### config.mk
export PLATFORM = sky130hd
export DESIGN_NAME = sys_ctrl_burst_flat
export DESIGN_NICKNAME = d
export VERILOG_FILES = /design/src/rtl/sys_ctrl_burst_if.sv /design/src/rtl/sys_ctrl_burst.sv /design/src/flat_wrapper.sv
export SDC_FILE = /design/constraint.sdc
export NUM_CORES = 1
export LEC_CHECK = 0
export ABC_CLOCK_PERIOD_IN_PS = 2050
export CAP_MARGIN = 20
export CORE_ASPECT_RATIO = 1.25
export CORE_MARGIN = 2
export CORE_UTILIZATION = 39
export CTS_CLUSTER_DIAMETER = 40
export DETAILED_ROUTE_END_ITERATION = 8
export HOLD_SLACK_MARGIN = 0.03
export SETUP_SLACK_MARGIN = 0.05
export SLEW_MARGIN = 5
export SYNTH_ARGS = -nofsm -noshare
export SYNTH_HDL_FRONTEND = slang
export SYNTH_SLANG_ARGS = --single-unit
### constraint.sdc
create_clock -name clk -period 2.05 [get_ports clk]
set_input_delay 0.205 -clock clk [delete_from_list [all_inputs] [get_ports clk]]
set_output_delay 0.205 -clock clk [all_outputs]
set_load 0.05 [all_outputs]
### src/rtl/sys_ctrl_burst_if.sv
`default_nettype none
// ============================================================================
// Module   : sys_ctrl_burst_if
// Brief    : Bus bundle between sys_ctrl_burst and the RX sync, register
//            file, gated ALU and TX FIFO.
// Revision : 1.0 - initial release
// ============================================================================
interface sys_ctrl_burst_if #(
    parameter int DATA_WIDTH    = 8,
    parameter int ADDR_WIDTH    = 4,
    parameter int FUN_WIDTH     = 4,
    parameter int ALU_OUT_BYTES = 2
);
    logic [DATA_WIDTH-1:0]               RX_P_DATA;
    logic                                RX_D_VLD;
    logic [DATA_WIDTH-1:0]               RdData;
    logic                                RdData_Valid;
    logic [ALU_OUT_BYTES*DATA_WIDTH-1:0] ALU_OUT;
    logic                                OUT_Valid;
    logic                                FIFO_FULL;
    logic [FUN_WIDTH-1:0]                ALU_FUN;
    logic                                EN;
    logic                                CLK_EN;
    logic [ADDR_WIDTH-1:0]               Address;
    logic                                WrEn;
    logic                                RdEn;
    logic [DATA_WIDTH-1:0]               WrData;
    logic [DATA_WIDTH-1:0]               TX_P_DATA;
    logic                                TX_D_VLD;
    logic                                CMD_ERR;
    logic                                BUSY;

    modport master (
        input  RX_P_DATA, RX_D_VLD, RdData, RdData_Valid, ALU_OUT, OUT_Valid, FIFO_FULL,
        output ALU_FUN, EN, CLK_EN, Address, WrEn, RdEn, WrData, TX_P_DATA, TX_D_VLD,
               CMD_ERR, BUSY
    );

    modport slave (
        output RX_P_DATA, RX_D_VLD, RdData, RdData_Valid, ALU_OUT, OUT_Valid, FIFO_FULL,
        input  ALU_FUN, EN, CLK_EN, Address, WrEn, RdEn, WrData, TX_P_DATA, TX_D_VLD,
               CMD_ERR, BUSY
    );
endinterface
`default_nettype wire

### src/rtl/sys_ctrl_burst.sv
`default_nettype none
// ============================================================================
// Module   : sys_ctrl_burst
// Brief    : Command-frame controller with burst register access, ALU
//            sequencing, TX FIFO backpressure, inter-byte timeout, errors.
// Revision : 1.0 - initial release
// ============================================================================
module sys_ctrl_burst #(
    parameter int DATA_WIDTH     = 8,
    parameter int ADDR_WIDTH     = 4,
    parameter int FUN_WIDTH      = 4,
    parameter int ALU_OUT_BYTES  = 2,
    parameter int BURST_MAX      = 4,
    parameter int TIMEOUT_CYCLES = 255
) (
    input  wire logic        clk,
    input  wire logic        RST,
    sys_ctrl_burst_if.master bus
);
    localparam int c_RES_W = ALU_OUT_BYTES * DATA_WIDTH;
    localparam int c_CNT_W = $clog2(BURST_MAX + 1);
    localparam int c_TMO_W = $clog2(TIMEOUT_CYCLES + 1);
    localparam int c_TXL_W = $clog2(ALU_OUT_BYTES + 1);

    localparam logic [DATA_WIDTH-1:0] c_CMD_WR  = DATA_WIDTH'(8'hAA);
    localparam logic [DATA_WIDTH-1:0] c_CMD_RD  = DATA_WIDTH'(8'hBB);
    localparam logic [DATA_WIDTH-1:0] c_CMD_ALU = DATA_WIDTH'(8'hCC);
    localparam logic [DATA_WIDTH-1:0] c_CMD_FUN = DATA_WIDTH'(8'hDD);
    localparam logic [DATA_WIDTH-1:0] c_CMD_BW  = DATA_WIDTH'(8'hEE);
    localparam logic [DATA_WIDTH-1:0] c_CMD_BR  = DATA_WIDTH'(8'hFF);

    localparam logic [3:0] c_S_IDLE     = 4'd0;
    localparam logic [3:0] c_S_GET_ADDR = 4'd1;
    localparam logic [3:0] c_S_GET_DATA = 4'd2;
    localparam logic [3:0] c_S_GET_A    = 4'd3;
    localparam logic [3:0] c_S_GET_B    = 4'd4;
    localparam logic [3:0] c_S_GET_FUN  = 4'd5;
    localparam logic [3:0] c_S_GET_N    = 4'd6;
    localparam logic [3:0] c_S_BW_DATA  = 4'd7;
    localparam logic [3:0] c_S_RD_WAIT  = 4'd8;
    localparam logic [3:0] c_S_RD_NEXT  = 4'd9;
    localparam logic [3:0] c_S_ALU_WAIT = 4'd10;
    localparam logic [3:0] c_S_TX       = 4'd11;

    logic [3:0]            r_state,   w_state;
    logic [DATA_WIDTH-1:0] r_cmd,     w_cmd;
    logic [ADDR_WIDTH-1:0] r_ptr,     w_ptr;
    logic [c_CNT_W-1:0]    r_cnt,     w_cnt;
    logic [c_RES_W-1:0]    r_tx_buf,  w_tx_buf;
    logic [c_TXL_W-1:0]    r_tx_left, w_tx_left;
    logic [c_TMO_W-1:0]    r_tmo,     w_tmo;
    logic [FUN_WIDTH-1:0]  r_alu_fun, w_alu_fun;
    logic                  r_en,      w_en;
    logic [ADDR_WIDTH-1:0] r_addr,    w_addr;
    logic                  r_wren,    w_wren;
    logic                  r_rden,    w_rden;
    logic [DATA_WIDTH-1:0] r_wrdata,  w_wrdata;
    logic [DATA_WIDTH-1:0] r_tx_data, w_tx_data;
    logic                  r_tx_vld,  w_tx_vld;
    logic                  r_err,     w_err;
    logic                  r_busy;
    logic                  w_waiting;

    always_comb begin
        w_state   = r_state;
        w_cmd     = r_cmd;
        w_ptr     = r_ptr;
        w_cnt     = r_cnt;
        w_tx_buf  = r_tx_buf;
        w_tx_left = r_tx_left;
        w_tmo     = '0;
        w_alu_fun = r_alu_fun;
        w_en      = r_en;
        w_addr    = r_addr;
        w_wrdata  = r_wrdata;
        w_tx_data = r_tx_data;
        w_wren    = 1'b0;
        w_rden    = 1'b0;
        w_tx_vld  = 1'b0;
        w_err     = 1'b0;
        w_waiting = r_state inside {c_S_GET_ADDR, c_S_GET_DATA, c_S_GET_A, c_S_GET_B,
                                    c_S_GET_FUN, c_S_GET_N, c_S_BW_DATA};

        // An arriving byte always beats a simultaneous timeout expiry.
        if (w_waiting && !bus.RX_D_VLD) begin
            if (r_tmo == c_TMO_W'(TIMEOUT_CYCLES - 1)) begin
                w_err   = 1'b1;
                w_state = c_S_IDLE;
            end else begin
                w_tmo = r_tmo + c_TMO_W'(1);
            end
        end
        if (!w_waiting && (r_state != c_S_IDLE) && bus.RX_D_VLD)
            w_err = 1'b1;

        case (r_state)
            c_S_IDLE: if (bus.RX_D_VLD) begin
                w_cmd = bus.RX_P_DATA;
                case (bus.RX_P_DATA)
                    c_CMD_WR, c_CMD_RD, c_CMD_BW, c_CMD_BR: w_state = c_S_GET_ADDR;
                    c_CMD_ALU: w_state = c_S_GET_A;
                    c_CMD_FUN: w_state = c_S_GET_FUN;
                    default:   w_err   = 1'b1;
                endcase
            end
            c_S_GET_ADDR: if (bus.RX_D_VLD) begin
                w_ptr = bus.RX_P_DATA[ADDR_WIDTH-1:0];
                if (r_cmd == c_CMD_WR) begin
                    w_state = c_S_GET_DATA;
                end else if (r_cmd == c_CMD_RD) begin
                    w_rden  = 1'b1;
                    w_addr  = bus.RX_P_DATA[ADDR_WIDTH-1:0];
                    w_cnt   = c_CNT_W'(1);
                    w_state = c_S_RD_WAIT;
                end else begin
                    w_state = c_S_GET_N;
                end
            end
            c_S_GET_DATA: if (bus.RX_D_VLD) begin
                w_wren   = 1'b1;
                w_addr   = r_ptr;
                w_wrdata = bus.RX_P_DATA;
                w_state  = c_S_IDLE;
            end
            c_S_GET_A: if (bus.RX_D_VLD) begin
                w_wren   = 1'b1;
                w_addr   = ADDR_WIDTH'(0);
                w_wrdata = bus.RX_P_DATA;
                w_state  = c_S_GET_B;
            end
            c_S_GET_B: if (bus.RX_D_VLD) begin
                w_wren   = 1'b1;
                w_addr   = ADDR_WIDTH'(1);
                w_wrdata = bus.RX_P_DATA;
                w_state  = c_S_GET_FUN;
            end
            c_S_GET_FUN: if (bus.RX_D_VLD) begin
                w_alu_fun = bus.RX_P_DATA[FUN_WIDTH-1:0];
                w_en      = 1'b1;
                w_state   = c_S_ALU_WAIT;
            end
            c_S_GET_N: if (bus.RX_D_VLD) begin
                if ((bus.RX_P_DATA == '0) || (bus.RX_P_DATA > DATA_WIDTH'(BURST_MAX))) begin
                    w_err   = 1'b1;
                    w_state = c_S_IDLE;
                end else begin
                    w_cnt = c_CNT_W'(bus.RX_P_DATA);
                    if (r_cmd == c_CMD_BW) begin
                        w_state = c_S_BW_DATA;
                    end else begin
                        w_rden  = 1'b1;
                        w_addr  = r_ptr;
                        w_state = c_S_RD_WAIT;
                    end
                end
            end
            c_S_BW_DATA: if (bus.RX_D_VLD) begin
                w_wren   = 1'b1;
                w_addr   = r_ptr;
                w_wrdata = bus.RX_P_DATA;
                w_ptr    = r_ptr + ADDR_WIDTH'(1);
                w_cnt    = r_cnt - c_CNT_W'(1);
                if (r_cnt == c_CNT_W'(1))
                    w_state = c_S_IDLE;
            end
            c_S_RD_WAIT: if (bus.RdData_Valid) begin
                w_tx_buf                 = '0;
                w_tx_buf[DATA_WIDTH-1:0] = bus.RdData;
                w_tx_left                = c_TXL_W'(1);
                w_state                  = c_S_TX;
            end
            c_S_RD_NEXT: begin
                w_rden  = 1'b1;
                w_addr  = r_ptr;
                w_state = c_S_RD_WAIT;
            end
            c_S_ALU_WAIT: if (bus.OUT_Valid) begin
                w_en      = 1'b0;
                w_tx_buf  = bus.ALU_OUT;
                w_tx_left = c_TXL_W'(ALU_OUT_BYTES);
                w_state   = c_S_TX;
            end
            c_S_TX: if (!bus.FIFO_FULL) begin
                w_tx_vld  = 1'b1;
                w_tx_data = r_tx_buf[DATA_WIDTH-1:0];
                w_tx_buf  = r_tx_buf >> DATA_WIDTH;
                w_tx_left = r_tx_left - c_TXL_W'(1);
                if (r_tx_left == c_TXL_W'(1)) begin
                    // Next burst read is held off until this byte is in the FIFO.
                    if ((r_cmd == c_CMD_BR) && (r_cnt > c_CNT_W'(1))) begin
                        w_cnt   = r_cnt - c_CNT_W'(1);
                        w_ptr   = r_ptr + ADDR_WIDTH'(1);
                        w_state = c_S_RD_NEXT;
                    end else begin
                        w_state = c_S_IDLE;
                    end
                end
            end
            default: w_state = c_S_IDLE;
        endcase
    end

    always_ff @(posedge clk) begin
        if (RST) begin
            r_state   <= c_S_IDLE;
            r_cmd     <= '0;
            r_ptr     <= '0;
            r_cnt     <= '0;
            r_tx_buf  <= '0;
            r_tx_left <= '0;
            r_tmo     <= '0;
            r_alu_fun <= '0;
            r_en      <= 1'b0;
            r_addr    <= '0;
            r_wren    <= 1'b0;
            r_rden    <= 1'b0;
            r_wrdata  <= '0;
            r_tx_data <= '0;
            r_tx_vld  <= 1'b0;
            r_err     <= 1'b0;
            r_busy    <= 1'b0;
        end else begin
            r_state   <= w_state;
            r_cmd     <= w_cmd;
            r_ptr     <= w_ptr;
            r_cnt     <= w_cnt;
            r_tx_buf  <= w_tx_buf;
            r_tx_left <= w_tx_left;
            r_tmo     <= w_tmo;
            r_alu_fun <= w_alu_fun;
            r_en      <= w_en;
            r_addr    <= w_addr;
            r_wren    <= w_wren;
            r_rden    <= w_rden;
            r_wrdata  <= w_wrdata;
            r_tx_data <= w_tx_data;
            r_tx_vld  <= w_tx_vld;
            r_err     <= w_err;
            r_busy    <= (w_state != c_S_IDLE);
        end
    end

    assign bus.ALU_FUN   = r_alu_fun;
    assign bus.EN        = r_en;
    assign bus.CLK_EN    = r_en;
    assign bus.Address   = r_addr;
    assign bus.WrEn      = r_wren;
    assign bus.RdEn      = r_rden;
    assign bus.WrData    = r_wrdata;
    assign bus.TX_P_DATA = r_tx_data;
    assign bus.TX_D_VLD  = r_tx_vld;
    assign bus.CMD_ERR   = r_err;
    assign bus.BUSY      = r_busy;
endmodule
`default_nettype wire
### src/flat_wrapper.sv
// flat-port wrapper written by rule: the top's interface ports become plain ports
module sys_ctrl_burst_flat 
#(
    parameter int DATA_WIDTH     = 8,
    parameter int ADDR_WIDTH     = 4,
    parameter int FUN_WIDTH      = 4,
    parameter int ALU_OUT_BYTES  = 2,
    parameter int BURST_MAX      = 4,
    parameter int TIMEOUT_CYCLES = 255
)
  (clk, RST, bus_RX_P_DATA, bus_RX_D_VLD, bus_RdData, bus_RdData_Valid, bus_ALU_OUT, bus_OUT_Valid, bus_FIFO_FULL, bus_ALU_FUN, bus_EN, bus_CLK_EN, bus_Address, bus_WrEn, bus_RdEn, bus_WrData, bus_TX_P_DATA, bus_TX_D_VLD, bus_CMD_ERR, bus_BUSY);
  sys_ctrl_burst_if #(.DATA_WIDTH(DATA_WIDTH), .ADDR_WIDTH(ADDR_WIDTH), .FUN_WIDTH(FUN_WIDTH), .ALU_OUT_BYTES(ALU_OUT_BYTES)) bus_i ();
  input  wire logic clk;
  input  wire logic RST;
  input wire logic [$bits(bus_i.RX_P_DATA)-1:0] bus_RX_P_DATA;
  input wire logic [$bits(bus_i.RX_D_VLD)-1:0] bus_RX_D_VLD;
  input wire logic [$bits(bus_i.RdData)-1:0] bus_RdData;
  input wire logic [$bits(bus_i.RdData_Valid)-1:0] bus_RdData_Valid;
  input wire logic [$bits(bus_i.ALU_OUT)-1:0] bus_ALU_OUT;
  input wire logic [$bits(bus_i.OUT_Valid)-1:0] bus_OUT_Valid;
  input wire logic [$bits(bus_i.FIFO_FULL)-1:0] bus_FIFO_FULL;
  output wire logic [$bits(bus_i.ALU_FUN)-1:0] bus_ALU_FUN;
  output wire logic [$bits(bus_i.EN)-1:0] bus_EN;
  output wire logic [$bits(bus_i.CLK_EN)-1:0] bus_CLK_EN;
  output wire logic [$bits(bus_i.Address)-1:0] bus_Address;
  output wire logic [$bits(bus_i.WrEn)-1:0] bus_WrEn;
  output wire logic [$bits(bus_i.RdEn)-1:0] bus_RdEn;
  output wire logic [$bits(bus_i.WrData)-1:0] bus_WrData;
  output wire logic [$bits(bus_i.TX_P_DATA)-1:0] bus_TX_P_DATA;
  output wire logic [$bits(bus_i.TX_D_VLD)-1:0] bus_TX_D_VLD;
  output wire logic [$bits(bus_i.CMD_ERR)-1:0] bus_CMD_ERR;
  output wire logic [$bits(bus_i.BUSY)-1:0] bus_BUSY;
  assign bus_i.RX_P_DATA = bus_RX_P_DATA;
  assign bus_i.RX_D_VLD = bus_RX_D_VLD;
  assign bus_i.RdData = bus_RdData;
  assign bus_i.RdData_Valid = bus_RdData_Valid;
  assign bus_i.ALU_OUT = bus_ALU_OUT;
  assign bus_i.OUT_Valid = bus_OUT_Valid;
  assign bus_i.FIFO_FULL = bus_FIFO_FULL;
  assign bus_ALU_FUN = bus_i.ALU_FUN;
  assign bus_EN = bus_i.EN;
  assign bus_CLK_EN = bus_i.CLK_EN;
  assign bus_Address = bus_i.Address;
  assign bus_WrEn = bus_i.WrEn;
  assign bus_RdEn = bus_i.RdEn;
  assign bus_WrData = bus_i.WrData;
  assign bus_TX_P_DATA = bus_i.TX_P_DATA;
  assign bus_TX_D_VLD = bus_i.TX_D_VLD;
  assign bus_CMD_ERR = bus_i.CMD_ERR;
  assign bus_BUSY = bus_i.BUSY;
  sys_ctrl_burst #(.DATA_WIDTH(DATA_WIDTH), .ADDR_WIDTH(ADDR_WIDTH), .FUN_WIDTH(FUN_WIDTH), .ALU_OUT_BYTES(ALU_OUT_BYTES), .BURST_MAX(BURST_MAX), .TIMEOUT_CYCLES(TIMEOUT_CYCLES)) u_core (.clk(clk), .RST(RST), .bus(bus_i));
endmodule
==> metrics.csv <==
stage;metric;value;unit
run_status;outcome;finished clean;
placement;place_congestion;0.889;
placement;portBuffers;68;
cells_and_area;comb_cells;377;
cells_and_area;final_cell_area;5790;µm²
routing;wl_per_cell;15.2;µm
power;pg_clk;1.50;mW
clocking;cts_hold_buf;0;
setup_path;critPathKind;flip-flop to flip-flop;
worst_hold_path;hold_class;input pin to flip-flop;
yosys;async_flop_share;0;%
setup_path;crit_buf_inv;1;
yosys;top_cell;nor2_1;
sta;max_slew.worst_pin.slew;510;ps
yosys;aoi_share;18.8;%
routing;first_pass_iters;4;
cells_and_area;largest_class;combinational gates;
clocking;cts_resized;20;
power;powerSeq;1.52;mW
global_route;busiest_layer;met2;
setup_path;cp.required;2270;ps
cells_and_area;ff_latch_area;1510;µm²
sta;max_clock_freq;0.495;GHz
yosys;topCellsByArea;dfxtp_1 (38%), mux2i_1 (7.8%), nor2_1 (7.5%), a21oi_1 (5.9%), nand2_1 (4.2%);
clocking;insertion_delay;340;ps
die;die_h;117;µm
cells_and_area;largest_register_ffs;16;
sta;slew_violations;0;
setup_path;crit_chain;inv_2 > ha_4 > o21bai_4 > a2111oi_4 > o32ai_4 > a311oi_4 > mux2i_1 > nor2_1;
setup_path;slowest_stage;a2111oi_4;
cells_and_area;logic_area;2490;µm²
worst_hold_path;hold_path_depth;4;
global_route;grt_pass1_wl;18600;µm
clocking;cts_buffers;9;
setup_path;slowest_delay;350;ps
yosys;ys_top_cells_by_count;nor2_1 (80), dfxtp_1 (75), a21oi_1 (47);
yosys;fp_nets;541;
yosys;simple_gate_share;26.6;%
routing;drtAntennaViolNets;0;
cells_and_area;comb_area_share;43.1;%
yosys;yosys-stat-area;3990;µm²
cells_and_area;regMostFlops;u_core.r_tx_buf;
routing;drc_errors;0;
power;cellLeakagePower;2.06;nW
cells_and_area;nFillCells;964;
global_route;antenna_found_initial;0;
global_route;gr-total-overflow;0;
yosys;yosysTopAreaCellShare;37.6;%
power;comb-power;543;µW
power;p_total;3.56;mW
die;chipWidth;94.5;µm
setup_path;cp_max_fo;5;
cells_and_area;final_cell_mix;nor2_1 (79), dfxtp_1 (68), buf_4 (67);
sta;holdWs;327;ps
placement;hpwl;8280;µm
clocking;clock-sinks;75;
yosys;ys_sh_xor;2.41;%
yosys;yosysTopAreaCell;dfxtp_1;
sta;period_minus_slack;2020;ps
yosys;synth_cell_types;62;
yosys;synth.area.mux_share;8.06;%
clocking;path_clk_slew;70;ps
setup_path;cp-endpoint;u_core.r_cnt[1]$_SDFFE_PP0P_;
worst_hold_path;holdCritStartpoint;RST;
setup_path;worst_setup_path_end_kind;flip-flop;
routing;drtIter0Drc;149;
cells_and_area;clock_buffers;10;
routing;vias;3971;
cells_and_area;syn2layout_area_growth;45.0;%
run;max_cap_viol_count;0;
cells_and_area;drive_gt1_share;22.1;%
global_route;met2_usage;37.6;%
yosys;syn_area;3990;µm²
setup_path;worstSetupStartpoint;u_core.r_cnt[1]$_SDFFE_PP0P_;
worst_hold_path;worstHoldEndpoint;u_core.r_tmo[1]$_SDFF_PP0_;
sta;finalHoldViolations;0;
die;dieArea;11100;µm²
routing;top_layer_used;met4;
placement;dp_slack;-571;ps
sta;clock_skew;9.77;ps
clocking;ctsHtreeMaxLevel;3;
yosys;ys_cells;497;
power;p_per_area;616;nW/µm²
setup_path;timing.rr.start;u_core.r_cnt[1]$_SDFFE_PP0P_;
setup_path;r2r-end;u_core.r_cnt[1]$_SDFFE_PP0P_;
sta;relSlewSlack;65.9;%
power;seqPwrFrac;42.7;%
cells_and_area;n_antenna_cell;0;
sta;tns;0;ps
routing;drt-met1-wl;4990;µm
global_route;grtUsageMet3;4.16;%
routing;met2_wirelength;5840;µm
sta;rsz0062_at_grt;yes;
setup_path;rrSetupSlack;30;ps
sta;final_min_period_over_clock_period;98.5;%
setup_path;crit_family;AND-OR/OR-AND gates;
die;boundaryPins;69;
setup_path;cp_data_arrival_time;2240;ps
global_route;grtUsageMet1;26.8;%
placement;dp.cells;726;
cells_and_area;finalNonFillerCells;750;
yosys;ff_type;dfxtp_1;
power;p_comb_share;15.2;%
power;peakVddDrop;0.000386;V
placement;placed_area;5220;µm²
Fig. 1: power grid
Scale bar: 20 µm. Pins as bars on the die edge.
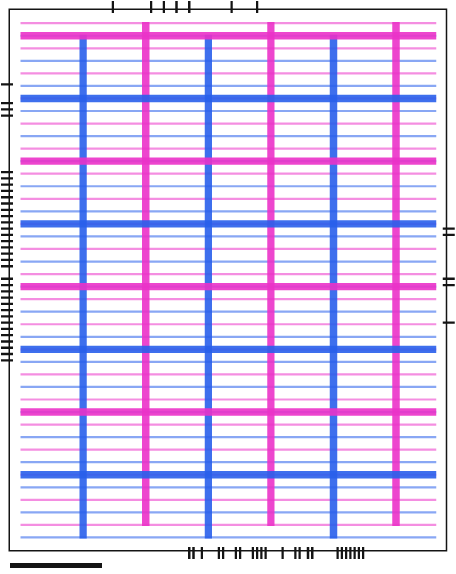
magenta -> VDD
blue -> VSS
met1 rails = 42
met4 straps = 6
rows = 41
met5 straps = 8
signal pins = 69

Fig. 2: placement view
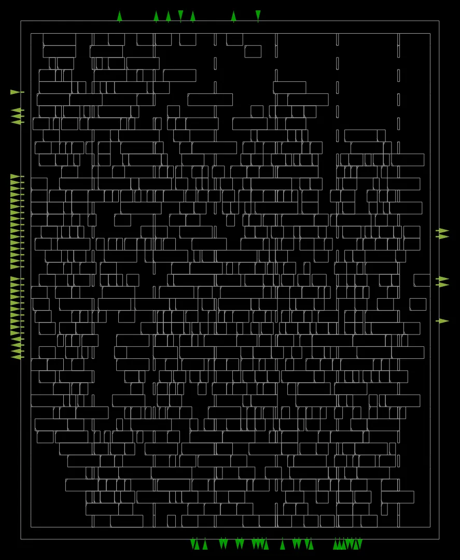
flop share of the area: 26.1%
core area: 10,100 µm²
Tapcells: 129
# rows: 41
final core utilization: 57.5%

Power figures rest on the tool's default switching activity, not on a simulated workload.
